`config.mk`:
```
export PLATFORM = sky130hd
export DESIGN_NAME = ddc_cap_ctrl_flat
export DESIGN_NICKNAME = d
export VERILOG_FILES = /design/src/rtl/ddc_pkg.sv /design/src/rtl/ddc_cap_ctrl_if.sv /design/src/rtl/ddc_cap_ptr.sv /design/src/rtl/ddc_cap_ctrl.sv /design/src/flat_wrapper.sv
export SDC_FILE = /design/constraint.sdc
export NUM_CORES = 1
export LEC_CHECK = 0
export ABC_AREA = 1
export ABC_CLOCK_PERIOD_IN_PS = 3250
export CAP_MARGIN = 20
export CORE_AREA = 2 2 80 82
export DETAILED_ROUTE_END_ITERATION = 7
export DIE_AREA = 0 0 82 84
export PLACE_DENSITY_LB_ADDON = 0.1
export SLEW_MARGIN = 20
export SYNTH_ARGS = -nofsm -noshare
export SYNTH_HDL_FRONTEND = slang
export SYNTH_SLANG_ARGS = --single-unit
```
`constraint.sdc`:
```
create_clock -name clk -period 3.25 [get_ports clk]
set_input_delay 0.325 -clock clk [delete_from_list [all_inputs] [get_ports clk]]
set_output_delay 0.325 -clock clk [all_outputs]
set_load 0.005 [all_outputs]
```
`src/rtl/ddc_pkg.sv`:
```
// Shared definitions for the DDC capture/readout sequencer.
//   - cap_state_t : sequencer FSM states
//   - DDC_*       : default address width, capture depth and sample width
package ddc_pkg;

  localparam int unsigned DDC_ADDR_W = 9;
  localparam int unsigned DDC_DEPTH  = 512;
  localparam int unsigned DDC_DATA_W = 16;

  typedef enum logic [2:0] {
    StIdle,
    StCapture,
    StRdIssue,
    StRdWait,
    StRdHold
  } cap_state_t;

endpackage

```
`src/rtl/ddc_cap_ctrl_if.sv`:
```
// Signal bundle between the capture sequencer and its environment.
//   slave  : sequencer view (ddc_cap_ctrl)
//   master : environment view (DDC source, RAM, readout consumer)
// Groups: capture request/stream (start, din, din_valid), RAM port
// (mem_addr, mem_we, mem_wdata, mem_rdata), readout handshake
// (dout, dout_valid, dout_ready) and status (busy, done, lost).
// Optional macro DDC_CAP_DECIM_EN adds the 4-bit decim input.
interface ddc_cap_ctrl_if #(
  parameter int unsigned ADDR_W = ddc_pkg::DDC_ADDR_W,
  parameter int unsigned DATA_W = ddc_pkg::DDC_DATA_W
);

  logic              start;
  logic [DATA_W-1:0] din;
  logic              din_valid;
`ifdef DDC_CAP_DECIM_EN
  logic [3:0]        decim;
`endif
  logic [ADDR_W-1:0] mem_addr;
  logic              mem_we;
  logic [DATA_W-1:0] mem_wdata;
  logic [DATA_W-1:0] mem_rdata;
  logic [DATA_W-1:0] dout;
  logic              dout_valid;
  logic              dout_ready;
  logic              busy;
  logic              done;
  logic              lost;

  modport slave (
`ifdef DDC_CAP_DECIM_EN
    input  decim,
`endif
    input  start, din, din_valid, mem_rdata, dout_ready,
    output mem_addr, mem_we, mem_wdata, dout, dout_valid, busy, done, lost
  );

  modport master (
`ifdef DDC_CAP_DECIM_EN
    output decim,
`endif
    output start, din, din_valid, mem_rdata, dout_ready,
    input  mem_addr, mem_we, mem_wdata, dout, dout_valid, busy, done, lost
  );

endinterface

```
`src/rtl/ddc_cap_ptr.sv`:
```
// Modulo pointer for the capture RAM.
//   clk, rst : clock, asynchronous active-high reset
//   en_i     : advance by one (wraps from Depth-1 to 0)
//   clr_i    : synchronous clear, wins over en_i
//   cnt_o    : current pointer value
//   tc_o     : pointer is at Depth-1
module ddc_cap_ptr #(
  parameter int unsigned AddrW = 9,
  parameter int unsigned Depth = 512
) (
  input  logic             clk,
  input  logic             rst,
  input  logic             en_i,
  input  logic             clr_i,
  output logic [AddrW-1:0] cnt_o,
  output logic             tc_o
);

  logic [AddrW-1:0] cnt_q, cnt_d;

  assign tc_o  = (cnt_q == AddrW'(Depth - 1));
  assign cnt_o = cnt_q;

  always_comb begin
    cnt_d = cnt_q;
    if (clr_i) begin
      cnt_d = '0;
    end else if (en_i) begin
      cnt_d = tc_o ? '0 : cnt_q + AddrW'(1);
    end
  end

  always_ff @(posedge clk or posedge rst) begin
    if (rst) begin
      cnt_q <= '0;
    end else begin
      cnt_q <= cnt_d;
    end
  end

endmodule

```
`src/rtl/ddc_cap_ctrl.sv`:
```
// Capture/readout sequencer for the DDC test path.
// Fills an external single-port RAM with DEPTH consecutive DDC samples after
// start, then streams them out in address order over dout/dout_valid/
// dout_ready and returns to idle.
//   clk, rst : clock, asynchronous active-high reset
//   bus      : ddc_cap_ctrl_if.slave (stream in, RAM port, readout, status)
// Optional macro DDC_CAP_DECIM_EN: adds bus.decim; only every (decim+1)-th
// din_valid in capture is written.
module ddc_cap_ctrl
  import ddc_pkg::*;
#(
  parameter int unsigned ADDR_W = DDC_ADDR_W,
  parameter int unsigned DEPTH  = DDC_DEPTH,
  parameter int unsigned DATA_W = DDC_DATA_W
) (
  input logic           clk,
  input logic           rst,
  ddc_cap_ctrl_if.slave bus
);

  cap_state_t        state_q, state_d;
  logic [ADDR_W-1:0] mem_addr_q, mem_addr_d;
  logic              mem_we_q, mem_we_d;
  logic [DATA_W-1:0] mem_wdata_q, mem_wdata_d;
  logic [DATA_W-1:0] dout_q, dout_d;
  logic              dout_valid_q, dout_valid_d;
  logic              done_q, done_d;
  logic              lost_q, lost_d;

  logic [ADDR_W-1:0] wr_ptr, rd_ptr;
  logic              wr_tc, rd_tc;
  logic              start_ok, keep, wr_fire, rd_accept, rd_phase;

  // A start in the done cycle is dropped: the sequence is still finishing.
  assign start_ok  = (state_q == StIdle) && bus.start && !done_q;
  assign wr_fire   = (state_q == StCapture) && bus.din_valid && keep;
  assign rd_accept = (state_q == StRdHold) && bus.dout_ready;
  assign rd_phase  = (state_q == StRdIssue) || (state_q == StRdWait) ||
                     (state_q == StRdHold);

`ifdef DDC_CAP_DECIM_EN
  logic [3:0] decim_q, decim_d, dec_cnt_q, dec_cnt_d;

  // First din_valid after start is kept, then every (decim+1)-th.
  assign keep = (dec_cnt_q == 4'd0);

  always_comb begin
    decim_d   = decim_q;
    dec_cnt_d = dec_cnt_q;
    if (start_ok) begin
      decim_d   = bus.decim;
      dec_cnt_d = 4'd0;
    end else if ((state_q == StCapture) && bus.din_valid) begin
      dec_cnt_d = (dec_cnt_q == decim_q) ? 4'd0 : dec_cnt_q + 4'd1;
    end
  end

  always_ff @(posedge clk or posedge rst) begin
    if (rst) begin
      decim_q   <= 4'd0;
      dec_cnt_q <= 4'd0;
    end else begin
      decim_q   <= decim_d;
      dec_cnt_q <= dec_cnt_d;
    end
  end
`else
  assign keep = 1'b1;
`endif

  ddc_cap_ptr #(
    .AddrW (ADDR_W),
    .Depth (DEPTH)
  ) u_wr_ptr (
    .clk   (clk),
    .rst   (rst),
    .en_i  (wr_fire),
    .clr_i (start_ok),
    .cnt_o (wr_ptr),
    .tc_o  (wr_tc)
  );

  ddc_cap_ptr #(
    .AddrW (ADDR_W),
    .Depth (DEPTH)
  ) u_rd_ptr (
    .clk   (clk),
    .rst   (rst),
    .en_i  (rd_accept),
    .clr_i (start_ok),
    .cnt_o (rd_ptr),
    .tc_o  (rd_tc)
  );

  // State register and registered outputs.
  always_ff @(posedge clk or posedge rst) begin
    if (rst) begin
      state_q      <= StIdle;
      mem_addr_q   <= '0;
      mem_we_q     <= 1'b0;
      mem_wdata_q  <= '0;
      dout_q       <= '0;
      dout_valid_q <= 1'b0;
      done_q       <= 1'b0;
      lost_q       <= 1'b0;
    end else begin
      state_q      <= state_d;
      mem_addr_q   <= mem_addr_d;
      mem_we_q     <= mem_we_d;
      mem_wdata_q  <= mem_wdata_d;
      dout_q       <= dout_d;
      dout_valid_q <= dout_valid_d;
      done_q       <= done_d;
      lost_q       <= lost_d;
    end
  end

  // Next-state logic.
  always_comb begin
    state_d = state_q;
    case (state_q)
      StIdle:    if (start_ok) state_d = StCapture;
      StCapture: if (wr_fire && wr_tc) state_d = StRdIssue;
      StRdIssue: state_d = StRdWait;
      StRdWait:  state_d = StRdHold;
      StRdHold:  if (rd_accept) state_d = rd_tc ? StIdle : StRdIssue;
      default:   state_d = StIdle;
    endcase
  end

  // Output logic (next values of the registered outputs).
  always_comb begin
    mem_addr_d   = mem_addr_q;
    mem_we_d     = 1'b0;
    mem_wdata_d  = mem_wdata_q;
    dout_d       = dout_q;
    dout_valid_d = dout_valid_q;
    done_d       = 1'b0;
    lost_d       = lost_q;

    case (state_q)
      StCapture: begin
        if (wr_fire) begin
          mem_we_d    = 1'b1;
          mem_addr_d  = wr_ptr;
          mem_wdata_d = bus.din;
        end
      end
      StRdIssue: mem_addr_d = rd_ptr;
      StRdWait: begin
        dout_d       = bus.mem_rdata;
        dout_valid_d = 1'b1;
      end
      StRdHold: begin
        if (rd_accept) begin
          dout_valid_d = 1'b0;
          done_d       = rd_tc;
        end
      end
      default: ;
    endcase

    // Samples arriving during readout are dropped and flagged.
    if (rd_phase && bus.din_valid) begin
      lost_d = 1'b1;
    end
    if (start_ok) begin
      lost_d = 1'b0;
    end
  end

  assign bus.mem_addr   = mem_addr_q;
  assign bus.mem_we     = mem_we_q;
  assign bus.mem_wdata  = mem_wdata_q;
  assign bus.dout       = dout_q;
  assign bus.dout_valid = dout_valid_q;
  assign bus.busy       = (state_q != StIdle);
  assign bus.done       = done_q;
  assign bus.lost       = lost_q;

endmodule

```
`src/flat_wrapper.sv`:
```
// flat-port wrapper written by rule: the top's interface ports become plain ports
module ddc_cap_ctrl_flat import ddc_pkg::*;
#(
  parameter int unsigned ADDR_W = DDC_ADDR_W,
  parameter int unsigned DEPTH  = DDC_DEPTH,
  parameter int unsigned DATA_W = DDC_DATA_W
)
  (clk, rst, bus_start, bus_din, bus_din_valid, bus_mem_rdata, bus_dout_ready, bus_mem_addr, bus_mem_we, bus_mem_wdata, bus_dout, bus_dout_valid, bus_busy, bus_done, bus_lost);
  ddc_cap_ctrl_if #(.ADDR_W(ADDR_W), .DATA_W(DATA_W)) bus_i ();
  input logic clk;
  input logic rst;
  input wire logic [$bits(bus_i.start)-1:0] bus_start;
  input wire logic [$bits(bus_i.din)-1:0] bus_din;
  input wire logic [$bits(bus_i.din_valid)-1:0] bus_din_valid;
  input wire logic [$bits(bus_i.mem_rdata)-1:0] bus_mem_rdata;
  input wire logic [$bits(bus_i.dout_ready)-1:0] bus_dout_ready;
  output wire logic [$bits(bus_i.mem_addr)-1:0] bus_mem_addr;
  output wire logic [$bits(bus_i.mem_we)-1:0] bus_mem_we;
  output wire logic [$bits(bus_i.mem_wdata)-1:0] bus_mem_wdata;
  output wire logic [$bits(bus_i.dout)-1:0] bus_dout;
  output wire logic [$bits(bus_i.dout_valid)-1:0] bus_dout_valid;
  output wire logic [$bits(bus_i.busy)-1:0] bus_busy;
  output wire logic [$bits(bus_i.done)-1:0] bus_done;
  output wire logic [$bits(bus_i.lost)-1:0] bus_lost;
  assign bus_i.start = bus_start;
  assign bus_i.din = bus_din;
  assign bus_i.din_valid = bus_din_valid;
  assign bus_i.mem_rdata = bus_mem_rdata;
  assign bus_i.dout_ready = bus_dout_ready;
  assign bus_mem_addr = bus_i.mem_addr;
  assign bus_mem_we = bus_i.mem_we;
  assign bus_mem_wdata = bus_i.mem_wdata;
  assign bus_dout = bus_i.dout;
  assign bus_dout_valid = bus_i.dout_valid;
  assign bus_busy = bus_i.busy;
  assign bus_done = bus_i.done;
  assign bus_lost = bus_i.lost;
  ddc_cap_ctrl #(.ADDR_W(ADDR_W), .DEPTH(DEPTH), .DATA_W(DATA_W)) u_core (.clk(clk), .rst(rst), .bus(bus_i));
endmodule
```
==> results.cfg <==
; physical design summary
[run_status]
outcome = completed

[placed_design]
io_buffer_count = 82
place.detailed.hpwl_um = 4750
placed_cells = 484
place.gp.congestion = 0.841
detailedPlace.worstSlack_ns = 1.22

[cells_and_area]
area_growth_pct = 36.6
fin_nets = 459
final_layout_size_suffix_gt1_frac = 0.128
num_antenna_cells = 0
bufAreaShareNonClock = 0.202
layout.non_clock_buffers = 85
multi_input_comb_cells = 228
num-clock-buffers = 12
comb_share = 0.296
instances_no_fill = 500

[synthesis]
yosys.area_share.adder = 0.0164
synth-compound-area-share = 0.0386
post_synth_xor_area_fraction = 0
syn-instance-count = 330
fraction_of_the_yosys_area_taken_by_sequential_cells = 0.541
post_synthesis_cell_count_from_yosys = 330
postSynthRegisterBits = 66
ff_type = dfrtp_1
yosys_area_um2 = 3050
synthDistinctLibCells = 29
netlist_logic_family_top = simple AND/OR/NAND/NOR gates
synth.net_count = 371
top_cells_by_count = 119 x nand2_1, 66 x dfrtp_1, 30 x nand3_1
yosysMostFrequentCell = nand2_1
synth-edff-count = 0
top_area_cell = dfrtp_1
area_leaders = dfrtp_1 54%, nand2_1 15%, nand3_1 4.9%
synth_largest_type_area_fraction = 0.541
post_synthesis_simple_gate_area_fraction = 0.279
async_reset_ff_frac = 1.00
mux_share = 0.0689

[power_and_ir_drop]
power_combinational_mw = 1.44
sequentialPowerShare = 0.377
power.net_switching_mw = 1.17
power_leader = combinational cells
cellInternalPower_mw = 2.43
power.share.combinational = 0.400
post-layout-total-power_mw = 3.60
clock_power_mw = 0.805
proportion_of_power_drawn_by_the_clock_network = 0.223

[setup_path]
crit_slowest_cell = dfrtp_1
path_max_fanout = 7
worst_r2r_path_depth = 10
crit_path_cell_trace = nor2_2 -> nand2_1 -> clkdlybuf4s50_1
timing_worst_setup_path_type = register to primary output
crit_path_max_incr_delay_ns = 0.51
endpoint = bus_busy
rr_endpoint = u_core.u_rd_ptr.cnt_o[7]$_DFFE_PP0P_
worst-endpoint-required_ns = 2.92
worstPathBufferInverterCount = 1
worstSetupPathDepth = 3
critical_path.reg2reg.startpoint = u_core.u_rd_ptr.cnt_o[1]$_DFFE_PP0P_
rrSetupSlack_ns = 1.32

[timing]
finalClockPeriodUsage = 0.603
finClkSkew_ns = 0.0111
slew_violations = 0
total_negative_slack_ns = 0
hold_viol_final = 0
finalSetupViolCount = 0
final_period_minus_worst_setup_slack_ns = 1.96
unrepaired_setup_endpoints_after_global_routing = false

[cts]
clkTransAtPathRegs_ns = 0.07
postCtsResizedCells = 0
clk-insertion-delay-late_ns = 0.34
clock_sinks = 66

[global_routing]
grt_overflow_total = 0
first_global_vias = 2516
grt_most_used_layer = met2
met2_resource_use_gr = 0.324

[floorplan]
tap-cell-count = 77
chip_area_um2 = 6890
initCoreUtil = 0.500
die_w_um = 82
core_region_area_um2 = 6100

[job]
cap_violations = 0
warnings = 26

[worst_hold_path]
min-delay-path-class = input port to asynchronous set/reset pin

[drt]
antenna_left = 0
met1Wirelength_um = 2900
dr_wl_met3_um = 425
detail_route.first_pass.iterations = 4
detail_route.iter0.violations = 111
[through the flow]
stage / utilization / area (um2)
floorplan: - / 3050
global placement: 0.644 / 3930
detailed placement: 0.644 / 3930
CTS: 0.683 / 4170
global route: 0.683 / 4170
finish: 0.683 / 4170
[flip-flops by register name, summed over array words and instances, names as in the netlist]
| name | flops |
|---|---|
| u_core.bus.mem_we | 1 |
| u_core.u_wr_ptr.cnt_o | 9 |
| u_core.state_q | 3 |
| u_core.bus.mem_addr | 9 |
| u_core.u_rd_ptr.cnt_o | 9 |
| u_core.bus.dout | 16 |
| u_core.bus.mem_wdata | 16 |
| u_core.bus.dout_valid | 1 |
| u_core.bus.lost | 1 |
| u_core.bus.done | 1 |
Fig. 1: sequential cells coloured by netlist name
Scale: 3 px per um.
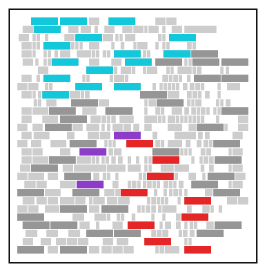
u_core.bus.mem_wdata -> cyan  # placed flops 16
u_core.state_q -> purple  # placed flops 3
u_core.u_rd_ptr.cnt_o -> red  # placed flops 9
sequential-cell power consumption: 1.36 mW
register area: 1650 um2
Final Util: 0.683
fraction of standard cell area that is sequential: 0.396

Fig. 2: routing congestion map
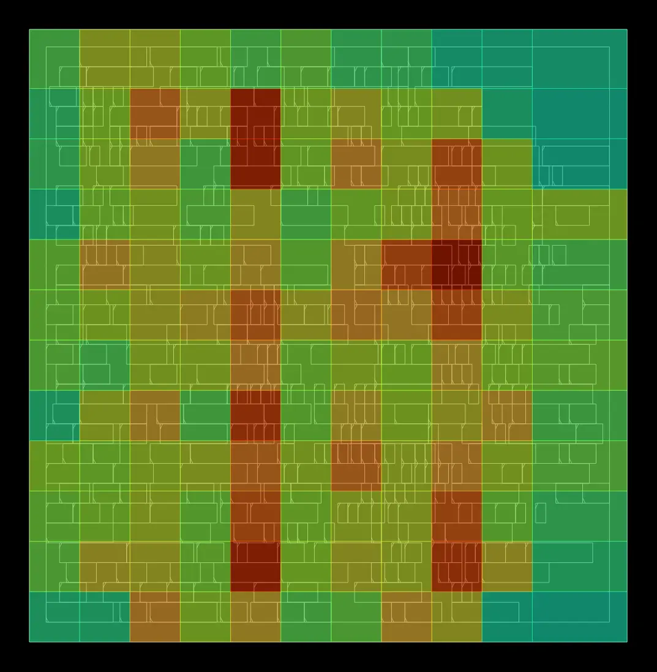
GR Util All Layers: 0.213
met3 track utilization from global routing: 0.0628
Routed wire per std cell: 13.0 um

Fig. 3: signal wires on met3
Scale: 3 px per um. Cells faint in the background.
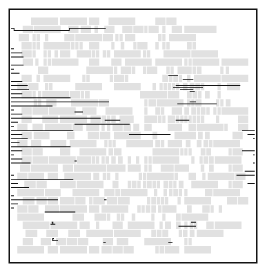
longest straight run = 32.4 um
nets with wire on the layer = 59
wire length on this layer = 425 um
main direction = horizontal
share of all routed wire = 6.5%
DRT Wirelength: 6520 um
overall via count from detail_route: 2477

Fig. 4: wiring by layer
Scale: 3 px per um.
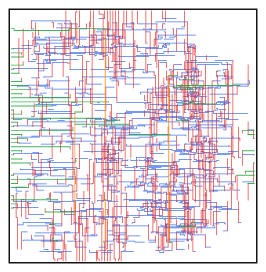
met4 -> orange  # wire length 134 um
met3 -> green  # wire length 425 um
met1 -> blue  # wire length 2900 um
met2 -> red  # wire length 3070 um

Power figures rest on the tool's default switching activity, not on a simulated workload.
